==> images/m1.png <==
Scale bar: 50 um.
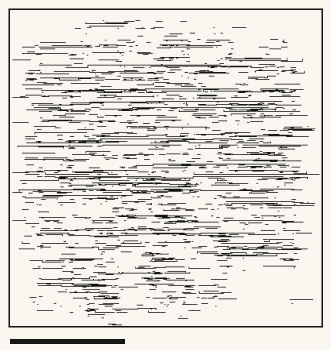
==> images/m2.png <==
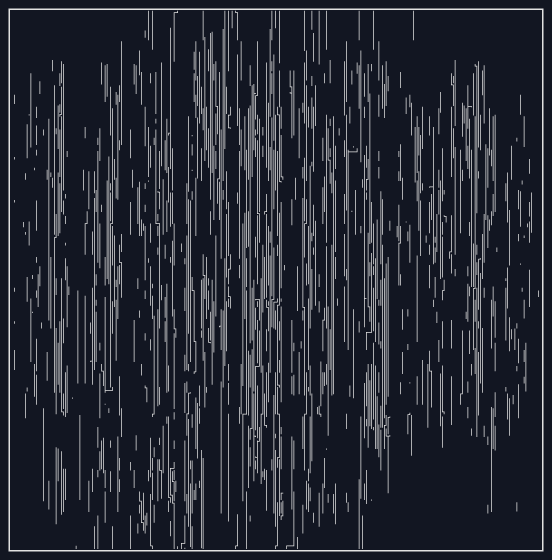
==> images/m3.png <==
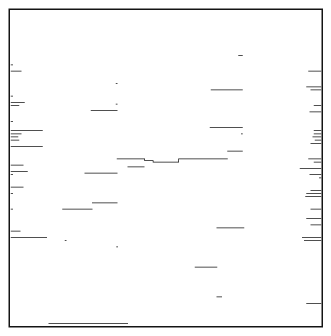
==> images/m4.png <==
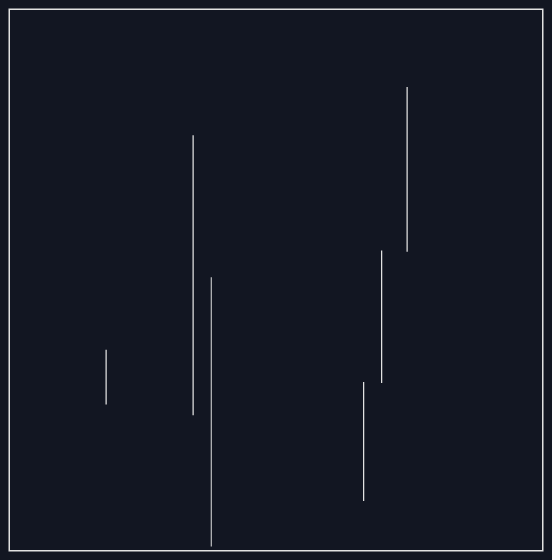
==> images/congestion_map.png <==
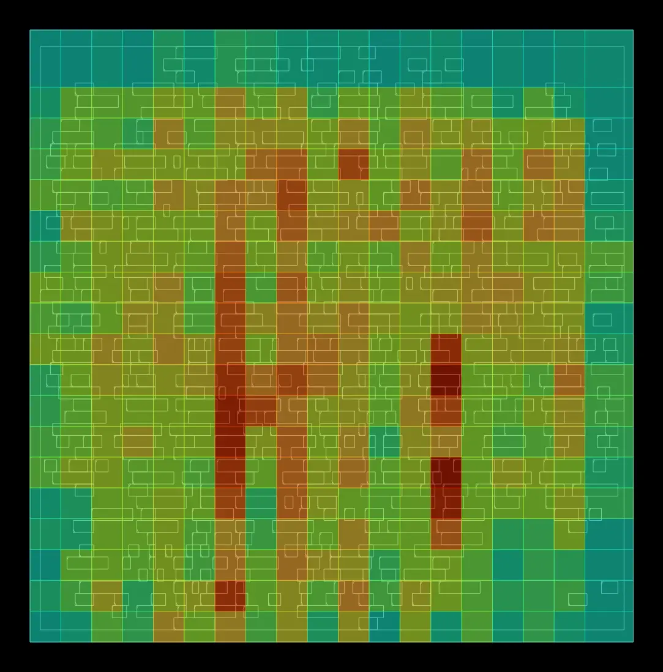
Design ldpc_row_assembler, sky130hd; sources not shown.
==> Changelog: implementation <==
### Physical design

- Synth flops: 129
- Worst-path fanout max: 6
- Pre-Repair DR Iteration Count: 4
- Clock latency on the worst-skew pair: between 400 and 500 ps
- Initial antenna violation count: 0
- Worst hold slack: around 380 ps
- Final TNS setup: -91.44 ps
- Pwr dens: about 1500 nW/um2
- Arr. time, crit path: approximately 2400 ps
- CTS buffer count: 17
- Max reg flops: 112
- Crit end category: flop
- Worst vdd ir: 1008 uV
- Mux area share: roughly 33%
- Area growth syn-to-layout: 37.02%
- Final Wtd Congestion: 0.7020
- Worst EP required: around 2400 ps
- Grt total ovfl: 0
- Chip area: roughly 18,000 um2
- Share of cells above drive strength 1: between 50% and 60%
- Row Count: 48
- Synth async-reset ratio: 100.0%
- Synth Seq Share: a little over half
- Failing checks: setup timing
- Total design power: approximately 12 mW
- Status: complete, but fails checks
- Startpoint Class: flop
- Setup-failing EPs final: 10
- Final worst setup slack: -20.61 ps
- Core ar.: 17,060 um2
About m1.png:
nets with wire on the layer	477
main direction	horizontal
wire length on this layer	6,880 um
share of all routed wire	43%
met1 Use GR: 22.67%
drt total wl: 16,030 um
total number of vias: 3,717

About m2.png:
longest straight run	70.4 um
wire length on this layer	8,490 um
nets with wire on the layer	512
share of all routed wire	53%
main direction	vertical
GRT met2 Usage: 31.33%

About m3.png:
main direction	horizontal
longest straight run	34.3 um
global routing usage on met3: 3.148%

About m4.png:
longest straight run	70.7 um
share of all routed wire	1.6%

About congestion_map.png:
All-Layer GR Usage: 18.06%
Routed wire per std cell: 21.37 um
post-layout util: 47.38%
busiest grt layer: met2

-- cells by family after synthesis --
group	count (synthesis)
flops	129
mux	170
simple gates	47
compound gates	10
buf+inv	23
other cells	1
fa+ha+maj	4
xor+xnor	11
-- cell usage after synthesis, types with 2 or more instances --
cell	number	area share (%)
xor2_1	6	0.89
ha_1	4	0.85
buf_6	2	0.38
nand3_1	4	0.34
buf_2	3	0.25
clkbuf_1	15	0.95
and4_1	2	0.30
nor2b_1	2	0.21
nor2_1	7	0.45
nor3_4	4	1.1
nand3_2	2	0.34
a21oi_1	3	0.25
mux2_2	160	31
mux2_1	2	0.38
a31oi_1	2	0.21
xnor2_1	5	0.74
nand4_1	2	0.21
nor4_4	2	0.72
nand2_1	4	0.25
mux2_4	8	2.0
dfrtp_1	129	55
and2_1	4	0.42
-- per-layer routing --
layer  GRT usage [%]  vias up  wire length (um)
li1                -     1660                 -
met4           6.597        0               257
met1           22.67     1972              6875
met2           31.33       63              8485
met5               0        -                 0
met3           3.148       22               410
-- timing repair --
item / in CTS / in global routing
pin swaps: 2 / 3
buffers inserted: 5 / 11
hold endpoints to repair: 37 / 0
resized: 410 / 46
setup endpoints to repair: 110 / 85
hold buffers: 1 / 0
cloned: 2 / 2
-- area by class of cell --
cell class                      instances  area, um2  area share [%]
Tap cell                              225      281.5           3.484
Multi-Input combinational cell        243       2640           32.67
Sequential cell                       129       3231           39.98
Clock inverter                          5      103.9           1.285
Inverter                                2      20.02          0.2477
Buffer                                 20      190.2           2.353
Timing Repair Buffer                  101       1140           14.10
Clock buffer                           25      475.5           5.883
-- metrics by stage --
step           instance area [um2]  worst slack, ps  cells  util, %
6_report                      8082           -20.61    750    47.38
4_1_cts                       7757           -146.0    738    45.48
3_5_place_dp                  7018            -1276    700    41.15
2_1_floorplan                 5917            1.117    395        -
3_3_place_gp                  6989            -4813    699    40.98
5_1_grt                       8082           -95.77    750    47.38
-- report_power, final --
| group | internal, mW | switching, mW | total, mW |
|---|---|---|---|
| clock | 1.92 | 1.06 | 2.98 |
| combinational | 2.06 | 4.01 | 6.07 |
| sequential | 3.00 | 0.340 | 3.34 |
| total | 6.98 | 5.41 | 12.4 |
-- worst max-delay path, cell delays in order (launching register included) --
cell,delay [ps]
dfrtp_1,410
buf_12,140
clkinv_8,50
ha_4,180
xnor2_2,140
and4_1,240
buf_6,130
nor3b_4,230
buf_6,150
mux2_2,330
-- layout by cell type (no fill, tap or decap), types with 3 or more instances in the layout --
master,Yosys,layout
buf_12,0,16
ha_1,4,3
xor2_1,6,6
clkbuf_16,0,21
buf_6,2,30
clkdlybuf4s50_1,0,11
dlygate4sd2_1,0,7
bufinv_16,0,3
nor3_4,4,4
dfrtp_1,129,127
clkbuf_1,15,14
and2_1,4,4
buf_2,3,4
a21oi_1,3,3
nand2_1,4,3
buf_4,1,29
xnor2_1,5,4
nand3_1,4,4
nor2_1,7,7
clkbuf_4,0,5
mux2_4,8,19
mux2_2,160,150
Power is estimated from default activity; no workload was simulated.
